`src/rtl/dcache_pkg.sv`:
```
// Shared definitions for the data cache front end: line geometry and the
// refill FSM state encoding.
package dcache_pkg;

  localparam int unsigned LINE_WORDS  = 8;
  localparam int unsigned LINE_BITS   = 256;
  localparam int unsigned OFFSET_BITS = 5;

  typedef enum logic {
    StIdle = 1'b0,
    StFill = 1'b1
  } dcache_state_e;

endpackage

```
`src/rtl/dcache_line_store.sv`:
```
// Tag, valid and data arrays of the direct-mapped data cache.
// Ports:
//   clk                          clock
//   clear                        synchronous clear of every valid bit
//   rd_index/rd_offset           combinational lookup -> rd_valid, rd_tag, rd_word
//   fill_en/fill_index/fill_tag/fill_line   full-line refill, sets valid
//   wr_en/wr_index/wr_offset/wr_data/wr_mask byte-masked word write
// Tags and data have no reset; only the valid bits are cleared.
module dcache_line_store
  import dcache_pkg::*;
#(
  parameter int unsigned INDEX_WIDTH = 4,
  parameter int unsigned TAG_WIDTH   = 27 - INDEX_WIDTH
) (
  input  logic                   clk,
  input  logic                   clear,
  input  logic [INDEX_WIDTH-1:0] rd_index,
  input  logic [2:0]             rd_offset,
  output logic                   rd_valid,
  output logic [TAG_WIDTH-1:0]   rd_tag,
  output logic [31:0]            rd_word,
  input  logic                   fill_en,
  input  logic [INDEX_WIDTH-1:0] fill_index,
  input  logic [TAG_WIDTH-1:0]   fill_tag,
  input  logic [LINE_BITS-1:0]   fill_line,
  input  logic                   wr_en,
  input  logic [INDEX_WIDTH-1:0] wr_index,
  input  logic [2:0]             wr_offset,
  input  logic [31:0]            wr_data,
  input  logic [3:0]             wr_mask
);

  localparam int unsigned Lines = 1 << INDEX_WIDTH;

  logic [Lines-1:0]     valid_q;
  logic [TAG_WIDTH-1:0] tag_q  [Lines];
  logic [LINE_BITS-1:0] data_q [Lines];

  always_comb begin
    rd_valid = valid_q[rd_index];
    rd_tag   = tag_q[rd_index];
    rd_word  = data_q[rd_index][{rd_offset, 5'b0} +: 32];
  end

  always_ff @(posedge clk) begin
    if (clear) begin
      valid_q <= '0;
    end else if (fill_en) begin
      valid_q[fill_index] <= 1'b1;
    end
  end

  // Fill and word write never coincide: fills happen in FILL, stores only in IDLE.
  always_ff @(posedge clk) begin
    if (fill_en) begin
      tag_q[fill_index]  <= fill_tag;
      data_q[fill_index] <= fill_line;
    end else if (wr_en) begin
      for (int b = 0; b < 4; b++) begin
        if (wr_mask[b]) begin
          data_q[wr_index][{wr_offset, 5'b0} + 8 * b +: 8] <= wr_data[8 * b +: 8];
        end
      end
    end
  end

endmodule

```
`src/rtl/data_cache_frontend.sv`:
```
// Direct-mapped, write-through, no-write-allocate data cache in front of a
// one-cycle-latency line memory. Read hits return combinationally; a read miss
// stalls for two cycles (miss detect + FILL). Stores go straight to memory and
// update a cached copy on the same edge.
// Ports:
//   clk, reset (sync, active-high)
//   read_enable, write_enable, address, write_data, write_mask   core side
//   read_data, cache_stall                                       core side
//   mem_write_enable, mem_address, mem_write_data, mem_write_mask, mem_read_data
// Optional: define DCACHE_STATS_EN to add hit_count / miss_count outputs.
module data_cache_frontend
  import dcache_pkg::*;
#(
  parameter int unsigned INDEX_WIDTH = 4
) (
  input  logic                 clk,
  input  logic                 reset,
  input  logic                 read_enable,
  input  logic                 write_enable,
  input  logic [31:0]          address,
  input  logic [31:0]          write_data,
  input  logic [3:0]           write_mask,
  output logic [31:0]          read_data,
  output logic                 cache_stall,
  output logic                 mem_write_enable,
  output logic [31:0]          mem_address,
  output logic [31:0]          mem_write_data,
  output logic [3:0]           mem_write_mask,
  input  logic [LINE_BITS-1:0] mem_read_data
`ifdef DCACHE_STATS_EN
  ,
  output logic [31:0]          hit_count,
  output logic [31:0]          miss_count
`endif
);

  localparam int unsigned TAG_WIDTH = 27 - INDEX_WIDTH;

  dcache_state_e state_q, state_d;

  // Line address {tag, index} latched on the miss so FILL ignores address changes.
  logic [26:0] line_addr_q;

  logic [INDEX_WIDTH-1:0] index;
  logic [TAG_WIDTH-1:0]   tag;
  logic                   rd_valid;
  logic [TAG_WIDTH-1:0]   rd_tag;
  logic [31:0]            rd_word;
  logic                   hit;
  logic                   store;
  logic                   read_hit;
  logic                   read_miss;

  assign index = address[INDEX_WIDTH+4:5];
  assign tag   = address[31:INDEX_WIDTH+5];
  assign hit   = rd_valid && (rd_tag == tag);

  // A store wins over a simultaneous load.
  assign store     = (state_q == StIdle) && write_enable;
  assign read_hit  = (state_q == StIdle) && read_enable && !write_enable && hit;
  assign read_miss = (state_q == StIdle) && read_enable && !write_enable && !hit;

  dcache_line_store #(
    .INDEX_WIDTH (INDEX_WIDTH),
    .TAG_WIDTH   (TAG_WIDTH)
  ) u_line_store (
    .clk        (clk),
    .clear      (reset),
    .rd_index   (index),
    .rd_offset  (address[4:2]),
    .rd_valid   (rd_valid),
    .rd_tag     (rd_tag),
    .rd_word    (rd_word),
    .fill_en    ((state_q == StFill) && !reset),
    .fill_index (line_addr_q[INDEX_WIDTH-1:0]),
    .fill_tag   (line_addr_q[26:INDEX_WIDTH]),
    .fill_line  (mem_read_data),
    .wr_en      (store && hit && !reset),
    .wr_index   (index),
    .wr_offset  (address[4:2]),
    .wr_data    (write_data),
    .wr_mask    (write_mask)
  );

  // State register.
  always_ff @(posedge clk) begin
    if (reset) begin
      state_q <= StIdle;
    end else begin
      state_q <= state_d;
    end
  end

  always_ff @(posedge clk) begin
    if (read_miss) begin
      line_addr_q <= address[31:5];
    end
  end

  // Next state.
  always_comb begin
    state_d = state_q;
    unique case (state_q)
      StIdle:  if (read_miss) state_d = StFill;
      StFill:  state_d = StIdle;
      default: state_d = StIdle;
    endcase
  end

  // Outputs.
  always_comb begin
    cache_stall      = 1'b0;
    read_data        = 32'h0;
    mem_write_enable = store;
    mem_write_data   = write_data;
    mem_write_mask   = write_mask;
    mem_address      = address;
    unique case (state_q)
      StIdle: begin
        if (read_miss) begin
          cache_stall = 1'b1;
          mem_address = {address[31:5], 5'b0};
        end else if (read_hit) begin
          read_data = rd_word;
        end
      end
      StFill: begin
        cache_stall = 1'b1;
        mem_address = {line_addr_q, 5'b0};
      end
      default: ;
    endcase
  end

`ifdef DCACHE_STATS_EN
  logic [31:0] hit_count_q;
  logic [31:0] miss_count_q;

  always_ff @(posedge clk) begin
    if (reset) begin
      hit_count_q  <= 32'h0;
      miss_count_q <= 32'h0;
    end else begin
      if (read_hit)  hit_count_q  <= hit_count_q + 32'd1;
      if (read_miss) miss_count_q <= miss_count_q + 32'd1;
    end
  end

  assign hit_count  = hit_count_q;
  assign miss_count = miss_count_q;
`else
  // No statistics counters in this build.
`endif

endmodule
```
`config.mk`:
```
export PLATFORM = sky130hd
export DESIGN_NAME = data_cache_frontend
export DESIGN_NICKNAME = d
export VERILOG_FILES = /design/src/rtl/dcache_pkg.sv /design/src/rtl/dcache_line_store.sv /design/src/rtl/data_cache_frontend.sv
export SDC_FILE = /design/constraint.sdc
export NUM_CORES = 2
export LEC_CHECK = 0
export CAP_MARGIN = 20
export CORE_ASPECT_RATIO = 0.9
export CORE_MARGIN = 3
export CORE_UTILIZATION = 56
export DETAILED_ROUTE_END_ITERATION = 8
export PLACE_DENSITY = 0.8
export SYNTH_ARGS = -nofsm -noshare
export SYNTH_HDL_FRONTEND = slang
export SYNTH_MEMORY_MAX_BITS = 65536
export SYNTH_SLANG_ARGS = --single-unit
```
`constraint.sdc`:
```
create_clock -name clk -period 10.1 [get_ports clk]
set_clock_uncertainty 0.2 [all_clocks]
set_input_delay 2.02 -clock clk [delete_from_list [all_inputs] [get_ports clk]]
set_output_delay 2.02 -clock clk [all_outputs]
set_load 0.05 [all_outputs]
```
Fig. 1: zoomed window
Window x 285 to 315, y 364 to 394 um. Cells in grey, sequential cells in the stronger grey; small squares are vias.
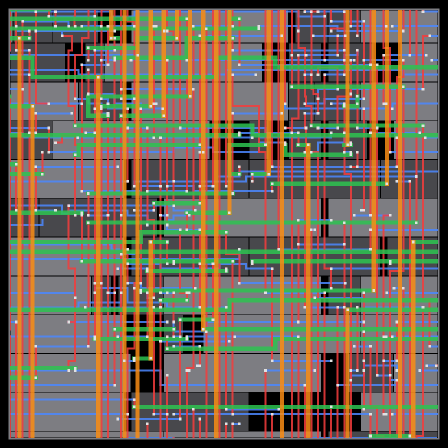
Key: green = met3; blue = met1; red = met2; orange = met4
Sequential cells in the window: 15. Netlist names of flops here include u_line_store.data_q (15). Most frequent: edfxtp_1 (15), and3_1 (5), mux4_2 (4). 40 logic cells have their middle in the window.

Fig. 2: wiring by layer
Scale: 1 px per um. Two of the layers only.
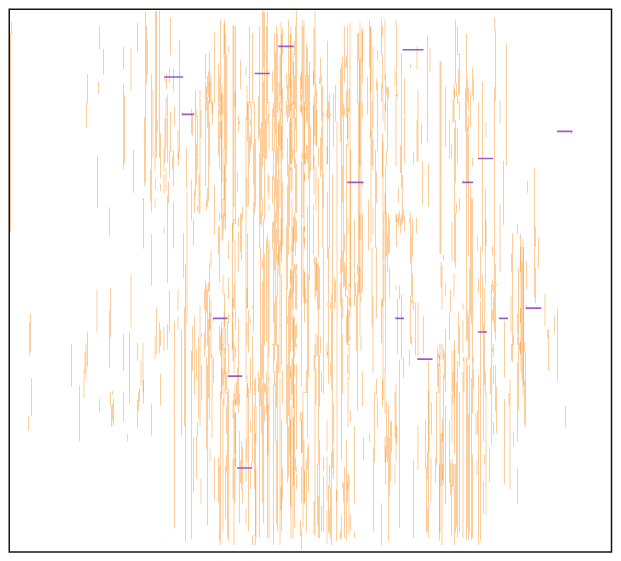
Key: purple = met5 [wire length 216 um]; orange = met4 [wire length 51.2 mm]

Fig. 3: M1 wires
Scale: 1 px per um. Supply wires on this layer in grey.
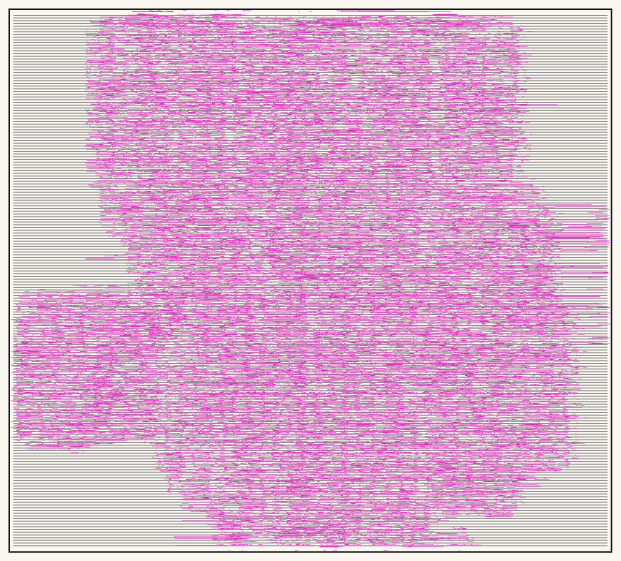
The wires run mostly horizontal. The layer holds 30% of the routed length. The longest straight run is 98.9 um.

Fig. 4: track usage over the die
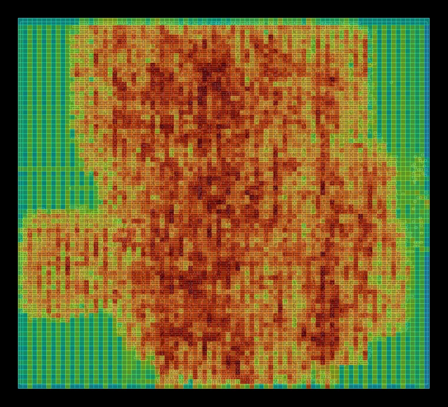
wire length per cell after detailed routing: 41.4 um
GR Layer Usage met1: 41.3%

==> flow_results.xml <==
<?xml version="1.0" encoding="UTF-8"?>
<metrics>
  <group name="final_timing">
    <metric name="finalWorstPathRequiredPeriod" unit="ns">9.60</metric>
    <metric name="grt_setup_unrepaired" unit="">no</metric>
    <metric name="finalSetupViolCount" unit="">0</metric>
  </group>
  <group name="floorplanning">
    <metric name="chipArea" unit="um^2">325000</metric>
    <metric name="fp.coreArea" unit="um^2">315000</metric>
    <metric name="placement_rows" unit="">195</metric>
  </group>
  <group name="min_path">
    <metric name="hold_path_depth" unit="">2</metric>
    <metric name="min-delay-path-class" unit="">flip-flop to flip-flop</metric>
  </group>
  <group name="finish">
    <metric name="drive_gt1_share" unit="%">26.8</metric>
    <metric name="mostFrequentLayoutCell" unit="">sky130_fd_sc_hd__edfxtp_1</metric>
    <metric name="layout.nets" unit="">8726</metric>
    <metric name="nonClockInverterCount" unit="">8</metric>
    <metric name="layout.cells.largest_class" unit="">sequential cells</metric>
    <metric name="seq_area_share" unit="%">67.2</metric>
  </group>
  <group name="run_status">
    <metric name="outcome" unit="">finished clean</metric>
  </group>
  <group name="setup_path">
    <metric name="start_kind" unit="">input port</metric>
    <metric name="critical_path_peak_fanout" unit="">94</metric>
    <metric name="worstPathCellList" unit="">buf_16 -&gt; buf_4 -&gt; a211oi_1 -&gt; o41ai_1 -&gt; a32oi_1 -&gt; a311o_1 -&gt; or4_4 -&gt; nor3b_4 -&gt; nand2_2 -&gt; buf_4 -&gt; a2111oi_0 -&gt; buf_4 -&gt; buf_12</metric>
    <metric name="critical_path_class" unit="">input port to output pin</metric>
    <metric name="cp.arrival" unit="ns">7.38</metric>
    <metric name="crit_end" unit="">read_data[19]</metric>
    <metric name="critical_path.top_delay_family" unit="">buffers and inverters</metric>
    <metric name="timing.critical_path.required" unit="ns">7.88</metric>
    <metric name="timing.critical_path.slowest_stage_cell" unit="">sky130_fd_sc_hd__buf_4</metric>
  </group>
  <group name="synthesis">
    <metric name="cell_area_after_technology_mapping" unit="um^2">178000</metric>
    <metric name="ys_sh_simple" unit="%">2.31</metric>
    <metric name="yosysTopAreaCellShare" unit="%">75.7</metric>
    <metric name="synth_compound_gate_area_share" unit="%">1.76</metric>
    <metric name="synth_top_flop_cell" unit="">sky130_fd_sc_hd__edfxtp_1</metric>
    <metric name="syn_inst" unit="">7951</metric>
    <metric name="post_synth_xor_area_fraction" unit="%">0.108</metric>
    <metric name="yosys-dominant-comb-family" unit="">multiplexers</metric>
    <metric name="async_reset_ff_share" unit="%">0</metric>
    <metric name="post-synth-top-count-cell" unit="">sky130_fd_sc_hd__edfxtp_1</metric>
  </group>
  <group name="routing">
    <metric name="drt_first_pass_iters" unit="">6</metric>
    <metric name="maxUsedRoutingLayer" unit="">met5</metric>
    <metric name="route.met3.wl" unit="um">75100</metric>
    <metric name="route.layer.met1.wl" unit="um">165000</metric>
  </group>
  <group name="global_route">
    <metric name="grt.overflow.total" unit="">0</metric>
    <metric name="via_count_of_the_first_global_routing_pass" unit="">94191</metric>
    <metric name="grt_pass1_wl" unit="um">751000</metric>
    <metric name="globalRouteMet3Util" unit="%">9.25</metric>
    <metric name="grt.total_usage" unit="%">33.1</metric>
    <metric name="number_of_antenna_violations_at_the_first_check_in_global_routing" unit="">67</metric>
  </group>
  <group name="clock_tree">
    <metric name="register_clock_pin_slew_on_the_reported_worst_setup_and_hold_paths" unit="ns">0.06</metric>
    <metric name="cts_buffer_depth" unit="">4</metric>
    <metric name="root_buffer" unit="">sky130_fd_sc_hd__clkbuf_16</metric>
    <metric name="clk_latency" unit="ns">0.97</metric>
  </group>
  <group name="placed_design">
    <metric name="hpwl" unit="um">321000</metric>
    <metric name="routabilityCongestion" unit="">0.904</metric>
  </group>
  <group name="flow_run">
    <metric name="cap_viol_max_count" unit="">0</metric>
  </group>
  <group name="power_and_ir_drop">
    <metric name="power.density" unit="nW/um^2">193</metric>
  </group>
</metrics>
[report_power, final]
group / switching [mW] / internal (mW)
Sequential: 0.0272 / 20.6
Combinational: 1.41 / 0.869
Clock: 7.15 / 8.77
[stage by stage]
stage / setup TNS, ns / std cells / setup WS [ns] / util, % / power, mW
after global routing: 0 / 13007 / 0.345 / 63.8 / 39.5
after CTS: 0 / 12978 / 0.636 / 63.7 / 38.7
after floorplan: 0 / 7951 / 0.777 / - / 22.3
final: 0 / 13064 / 0.499 / 63.8 / 38.8
after global placement: -0.336 / 12193 / -0.336 / 59.4 / 23.1
after detailed placement: 0 / 12197 / 0.689 / 59.4 / 23.2
[state kept, by name, summed over array words and instances, names as in the netlist]
register and count:
u_line_store.valid_q 16, u_line_store.data_q 4096, line_addr_q 27, state_q 1
u_line_store.tag_q 368
Power figures rest on the tool's default switching activity, not on a simulated workload.
